==> config.mk <==
export PLATFORM = sky130hd
export DESIGN_NAME = mips_axi_rd_arbiter
export DESIGN_NICKNAME = d
export VERILOG_FILES = /design/src/rtl/mips_axi_rd_arbiter.sv
export SDC_FILE = /design/constraint.sdc
export NUM_CORES = 1
export LEC_CHECK = 0
export ABC_AREA = 1
export CORE_AREA = 2 2 96 98
export CTS_CLUSTER_DIAMETER = 30
export DETAILED_ROUTE_END_ITERATION = 16
export DIE_AREA = 0 0 98 100
export GPL_TIMING_DRIVEN = 0
export PLACE_DENSITY = 0.72
export SYNTH_ARGS = -nofsm -noshare
export SYNTH_HDL_FRONTEND = slang
export SYNTH_SLANG_ARGS = --single-unit
==> constraint.sdc <==
create_clock -name mips_cpu_clk -period 1.1 [get_ports mips_cpu_clk]
set_input_delay 0.22 -clock mips_cpu_clk [delete_from_list [all_inputs] [get_ports mips_cpu_clk]]
set_output_delay 0.22 -clock mips_cpu_clk [all_outputs]
set_load 0.005 [all_outputs]
==> src/rtl/mips_axi_rd_arbiter.sv <==
// mips_axi_rd_arbiter: arbitrates the instruction-fetch (m0) and data (m1) AXI read masters onto one slave read port.
// One outstanding read at a time; the grant is held from the address phase through to the R handshake.
module mips_axi_rd_arbiter #(
    parameter int RR_EN = 1
) (
    input  logic        mips_cpu_clk,
    input  logic        mips_cpu_reset,
    input  logic [31:0] m0_araddr,
    input  logic        m0_arvalid,
    output logic        m0_arready,
    output logic [31:0] m0_rdata,
    output logic [1:0]  m0_rresp,
    output logic        m0_rvalid,
    input  logic        m0_rready,
    input  logic [31:0] m1_araddr,
    input  logic        m1_arvalid,
    output logic        m1_arready,
    output logic [31:0] m1_rdata,
    output logic [1:0]  m1_rresp,
    output logic        m1_rvalid,
    input  logic        m1_rready,
    output logic [31:0] s_araddr,
    output logic        s_arvalid,
    input  logic        s_arready,
    input  logic [31:0] s_rdata,
    input  logic [1:0]  s_rresp,
    input  logic        s_rvalid,
    output logic        s_rready
);
    typedef enum logic [1:0] {IDLE, ADDR, DATA} state_t;

    state_t      r_state;
    logic        r_grant;
    logic        r_last;
    logic [31:0] r_addr;
    logic        w_pick;
    logic        w_idle;
    logic        w_d0;
    logic        w_d1;

    // r_grant/r_last: 0 = m0, 1 = m1; contention goes to whoever did not finish last
    assign w_pick = (m0_arvalid & m1_arvalid) ? ((RR_EN != 0) ? ~r_last : 1'b1) : m1_arvalid;
    // reset masks every handshake output so nothing leaks during the reset cycle
    assign w_idle = (r_state == IDLE) & ~mips_cpu_reset;
    assign w_d0   = (r_state == DATA) & ~mips_cpu_reset & ~r_grant;
    assign w_d1   = (r_state == DATA) & ~mips_cpu_reset & r_grant;

    assign m0_arready = w_idle & m0_arvalid & ~w_pick;
    assign m1_arready = w_idle & m1_arvalid & w_pick;
    assign s_araddr   = r_addr;
    assign s_arvalid  = (r_state == ADDR) & ~mips_cpu_reset;
    assign s_rready   = (w_d0 & m0_rready) | (w_d1 & m1_rready);
    assign m0_rvalid  = w_d0 & s_rvalid;
    assign m1_rvalid  = w_d1 & s_rvalid;
    assign m0_rdata   = w_d0 ? s_rdata : '0;
    assign m1_rdata   = w_d1 ? s_rdata : '0;
    assign m0_rresp   = w_d0 ? s_rresp : '0;
    assign m1_rresp   = w_d1 ? s_rresp : '0;

    always_ff @(posedge mips_cpu_clk) begin
        if (mips_cpu_reset) begin
            r_state <= IDLE;
            r_grant <= 1'b0;
            r_last  <= 1'b0;
            r_addr  <= '0;
        end else begin
            case (r_state)
                IDLE: if (m0_arvalid | m1_arvalid) begin
                    r_grant <= w_pick;
                    r_addr  <= w_pick ? m1_araddr : m0_araddr;
                    r_state <= ADDR;
                end
                ADDR: if (s_arready) r_state <= DATA;
                DATA: if (s_rvalid & s_rready) begin
                    r_state <= IDLE;
                    r_last  <= r_grant;
                end
                default: r_state <= IDLE;
            endcase
        end
    end
endmodule
==> results.sh, run 1 <==
# implementation run metrics
export IMPL_p_per_area_nw_per_um2=861
export IMPL_htree_num_levels=2
export IMPL_seqPwrFrac_pct=33.2
export IMPL_nFlopsAndLatches=36
export IMPL_violations="setup timing"
export IMPL_cts_buffers=5
export IMPL_n_all_buffers=278
export IMPL_comb_area_sq_um=1900
export IMPL_top_cells_by_count="nor2_1 (74), nand2_1 (41), inv_1 (39)"
export IMPL_die_h_microns=100
export IMPL_antenna_found_initial=3
export IMPL_placed_cells=646
export IMPL_post_cts_buffers=29
export IMPL_inv_count=42
export IMPL_worstPathRequired_ps=880
export IMPL_cp_num_buf_inv=4
export IMPL_setup_ws_ps=-692
export IMPL_lay_top_count="clkdlybuf4s50_1"
export IMPL_fin_tns_setup_ps=-62750
export IMPL_switchingPower_mw=1.56
export IMPL_p_leak_nw=2.49
export IMPL_yosysTopAreaCell="dfxtp_1"
export IMPL_cap_violations=0
export IMPL_diodes=2
export IMPL_startpoint="r_state[0]"
export IMPL_p_clk_share_pct=17.8
export IMPL_place_congestion=0.851
export IMPL_logic_gates=227
export IMPL_synth_top_area_share_pct=28.8
export IMPL_grt_usage_pct=20.8
export IMPL_yosys_mux_area_fraction_pct=0
export IMPL_outcome="finished, violations left"
export IMPL_cpMostUsedCell="buf_6"
export IMPL_route_detailed_wl_per_inst_microns=16.0
export IMPL_pre_cts_slack_ps=-1160
export IMPL_syn_to_final_growth_pct=122
export IMPL_slew_headroom_pct=49.6
export IMPL_final_hold_violation_count=0
export IMPL_via_per_inst=4.56
export IMPL_slew_viol_final=0
export IMPL_worst_path_stages=7
export IMPL_simple_gate_area_share_pct=28.5
export IMPL_yosys_cells=325
export IMPL_hold_ws_ps=276
export IMPL_edf_count=0
export IMPL_drive_gt1_share_pct=53.4
export IMPL_fin_cells=701
export IMPL_grt_overflow=0
export IMPL_path_cells="nor3_4 -> buf_6 -> nand2_8 -> buf_6 -> buf_6 -> nor2_1 -> buf_2"
export IMPL_endpoint_kind="output pin"
export IMPL_ys_ff=36
export IMPL_top_logic_kind="simple AND/OR/NAND/NOR gates"
export IMPL_ys_sh_aoi_pct=28.0
export IMPL_fmax_mhz=558
export IMPL_setup_violations=110
export IMPL_yosysMostFrequentCell="nor2_1"
export IMPL_cp_slowest_stage_delay_ps=350
export IMPL_reg2reg_to="s_araddr[20]"
export IMPL_yosysChipArea_sq_um=2500
export IMPL_holdCritStartpoint="mips_cpu_reset"
export IMPL_slowest_stage="dfxtp_4"
export IMPL_taps=111
export IMPL_final_antenna_net_count=0
export IMPL_seq_share_pct=13.5
export IMPL_cp_data_arrival_time_ps=1570
export IMPL_clk_pin_slew_worst_paths_ps=70
==> run 1: per-layer routing <==
| metal | track usage [%] | part of all wire [%] | vias to the layer above |
|---|---|---|---|
| li1 | - | - | 1560 |
| met1 | 22.2 | 35 | 1477 |
| met2 | 39.3 | 53 | 142 |
| met3 | 7.94 | 10 | 15 |
| met4 | 4.06 | 1.2 | 4 |
| met5 | 0 | 0.24 | - |
==> run 1: power by group through the flow <==
stage	Combinational [mW]	Sequential (mW)	Clock, mW
2_1_floorplan	0.855	1.58	0
3_3_place_gp	1.76	1.57	0
3_5_place_dp	1.78	1.58	0
4_1_cts	2.12	1.57	0.887
5_1_grt	2.51	1.60	0.916
6_report	2.35	1.59	0.852
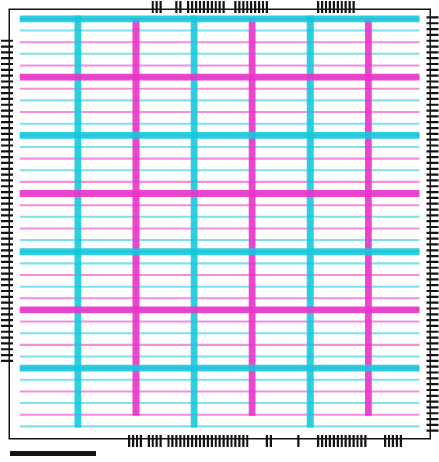
*PDN straps and rails, run 1*
Scale bar: 20 microns. Pins as bars on the die edge.
cyan -> VSS
magenta -> VDD
met1 rails = 36
signal pins = 212
met5 straps = 7
rows = 35

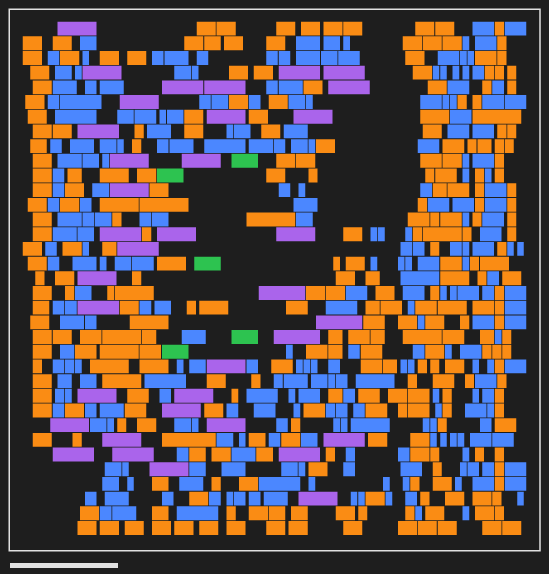
*Placed cells, one colour a class, run 1*
Scale bar: 20 microns.
orange -> remaining buffers and delay cells  # cells 278
green -> clock-net drivers  # cells 5
blue -> remaining logic cells  # cells 269
purple -> registers  # cells 36

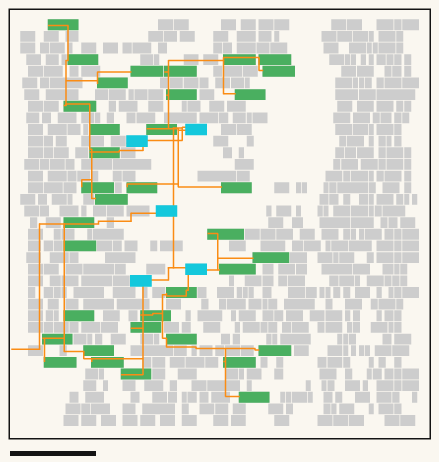
*Clock wires, drivers and flops, run 1*
Scale bar: 20 microns.
cyan -> clock-net drivers  # count 5
orange -> clock wires  # length 514 microns
green -> flip-flops  # count 36
routed clock nets = 6

==> run 2: changes to the inputs <==
- CORE_AREA: 2 2 96 98 -> 2 2 87 89
- CTS_BUF_LIST: unset -> sky130_fd_sc_hd__clkbuf_8
- DIE_AREA: 0 0 98 100 -> 0 0 89 91
- PLACE_DENSITY: 0.72 -> 0.83
- clock period: 1.1 -> 2.3 ns (I/O delays scaled with it)
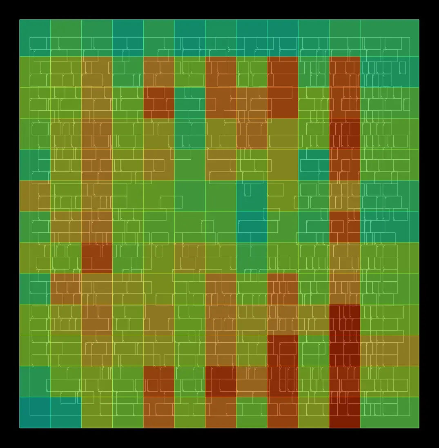
*Routing congestion map, run 2*
met3 usage: 8.09%
met2 usage: 43.0%

==> results.sh, run 2 <==
# implementation run metrics
export IMPL_p_clk_share_pct=22.5
export IMPL_slowest_stage="dfxtp_4"
export IMPL_lay_top_count="clkdlybuf4s50_1"
export IMPL_setup_ws_ps=55.5
export IMPL_clk_pin_slew_worst_paths_ps=70
export IMPL_setup_violations=0
export IMPL_nFlopsAndLatches=36
export IMPL_cts_sinks=36
export IMPL_die_h_microns=91
export IMPL_internal_power_mw=1.43
export IMPL_route_detailed_wl_per_inst_microns=14.9
export IMPL_via_per_inst=4.63
export IMPL_critPathKind="flip-flop to output pin"
export IMPL_fin_cells=668
export IMPL_top_usage_layer="met2"
export IMPL_grt_overflow=0
export IMPL_ys_ff=36
export IMPL_n_all_buffers=256
export IMPL_synthDistinctLibCells=27
export IMPL_yosysTopAreaCell="dfxtp_1"
export IMPL_yosys_cells=325
export IMPL_cp_slowest_stage_delay_ps=350
export IMPL_switchingPower_uw=633
export IMPL_p_leak_nw=2.38
export IMPL_pre_cts_slack_ps=-409
export IMPL_yosysMostFrequentCell="nor2_1"
export IMPL_cap_violations=0
export IMPL_seq_power_uw=741
export IMPL_cp_num_buf_inv=4
export IMPL_inv_count=42
export IMPL_holdCritStartpoint="s_araddr[27]"
export IMPL_seqPwrFrac_pct=35.9
export IMPL_final_hold_violation_count=0
export IMPL_slew_headroom_pct=51.4
export IMPL_path_cells="inv_2 -> nor3_4 -> nand2_4 -> buf_8 -> buf_4 -> nor2_1 -> dlygate4sd2_1"
export IMPL_p_comb_uw=858
export IMPL_top_cells_by_count="nor2_1 (74), nand2_1 (41), inv_1 (39)"
export IMPL_synth_top_area_share_pct=28.8
export IMPL_placed_cells=634
export IMPL_hold_ws_ps=470
export IMPL_logic_gates=226
export IMPL_synth_area_sq_um=2500
export IMPL_pg_clk_uw=464
export IMPL_antenna_found_initial=1
export IMPL_wl_met3_microns=994
export IMPL_dr_wl_met2_mm=5.16
export IMPL_final_area_sq_um=4890
export IMPL_nClkBuffers=6
export IMPL_fmax_mhz=446
export IMPL_cp_data_arrival_time_ps=1780
export IMPL_grt_usage_pct=23.1
export IMPL_yosysChipArea_sq_um=2500
export IMPL_htree_num_levels=2
export IMPL_syn_to_final_growth_pct=95.4
export IMPL_power_top_group="combinational cells"
export IMPL_endpoint_kind="output pin"
export IMPL_drive_gt1_share_pct=25.2
export IMPL_seq_share_pct=14.8
export IMPL_start_kind="flip-flop"
export IMPL_p_per_area_nw_per_um2=422
export IMPL_edf_count=0
export IMPL_cts_buffers=5
export IMPL_met1Wirelength_mm=3.57
export IMPL_startpoint="r_state[1]"
export IMPL_fin_tns_setup_ps=0
export IMPL_clock_path_buffers=2
export IMPL_place_congestion=0.824
export IMPL_routed_top_layer="met4"
export IMPL_worstPathRequired_ps=1840
export IMPL_outcome="finished clean"
export IMPL_final_antenna_net_count=0
export IMPL_hpwl_mm=7.72
export IMPL_diodes=1
export IMPL_comb_area_sq_um=1420
export IMPL_taps=99
export IMPL_grt_met1_usage_pct=23.5
export IMPL_slew_viol_final=0
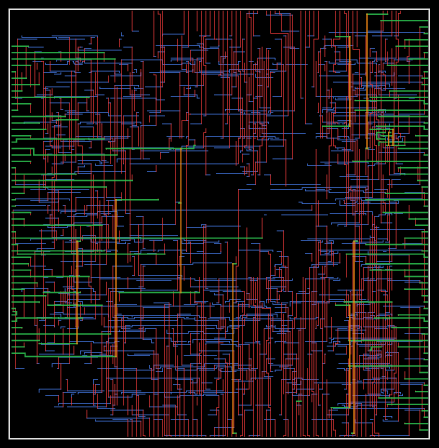
*Signal wires by layer, run 2*
orange -> M4  # wire length 238 microns
blue -> M1  # wire length 3570 microns
green -> M3  # wire length 994 microns
red -> M2  # wire length 5160 microns

## run 2: cell counts after synthesis
Identical to the previous run, type by type.
## run 2: logic make-up after synthesis
family	after synthesis	synth area share [%]
DFF	36	28.8
AOI/OAI and AO/OA	69	28.0
and+or+nand+nor	156	28.5
buffers and inverters	64	14.7
## run 2: repair_timing
| action | CTS | global route |
|---|---|---|
| setup endpoints to repair | 62 | 25 |
| buffers inserted | 17 | 4 |
| gates cloned | 4 | 0 |
| gates resized | 94 | 35 |
| hold buffers | 0 | 0 |
| pin swaps | 4 | 2 |
## run 2: final timing paths
check	depth (start not counted)	end	slack [ps]
max	7	m0_rdata[8]	60
min	2	s_araddr[27]	470
max reg2reg	7	s_araddr[22]	1000
min reg2reg	2	s_araddr[27]	470
Power figures rest on the tool's default switching activity, not on a simulated workload.
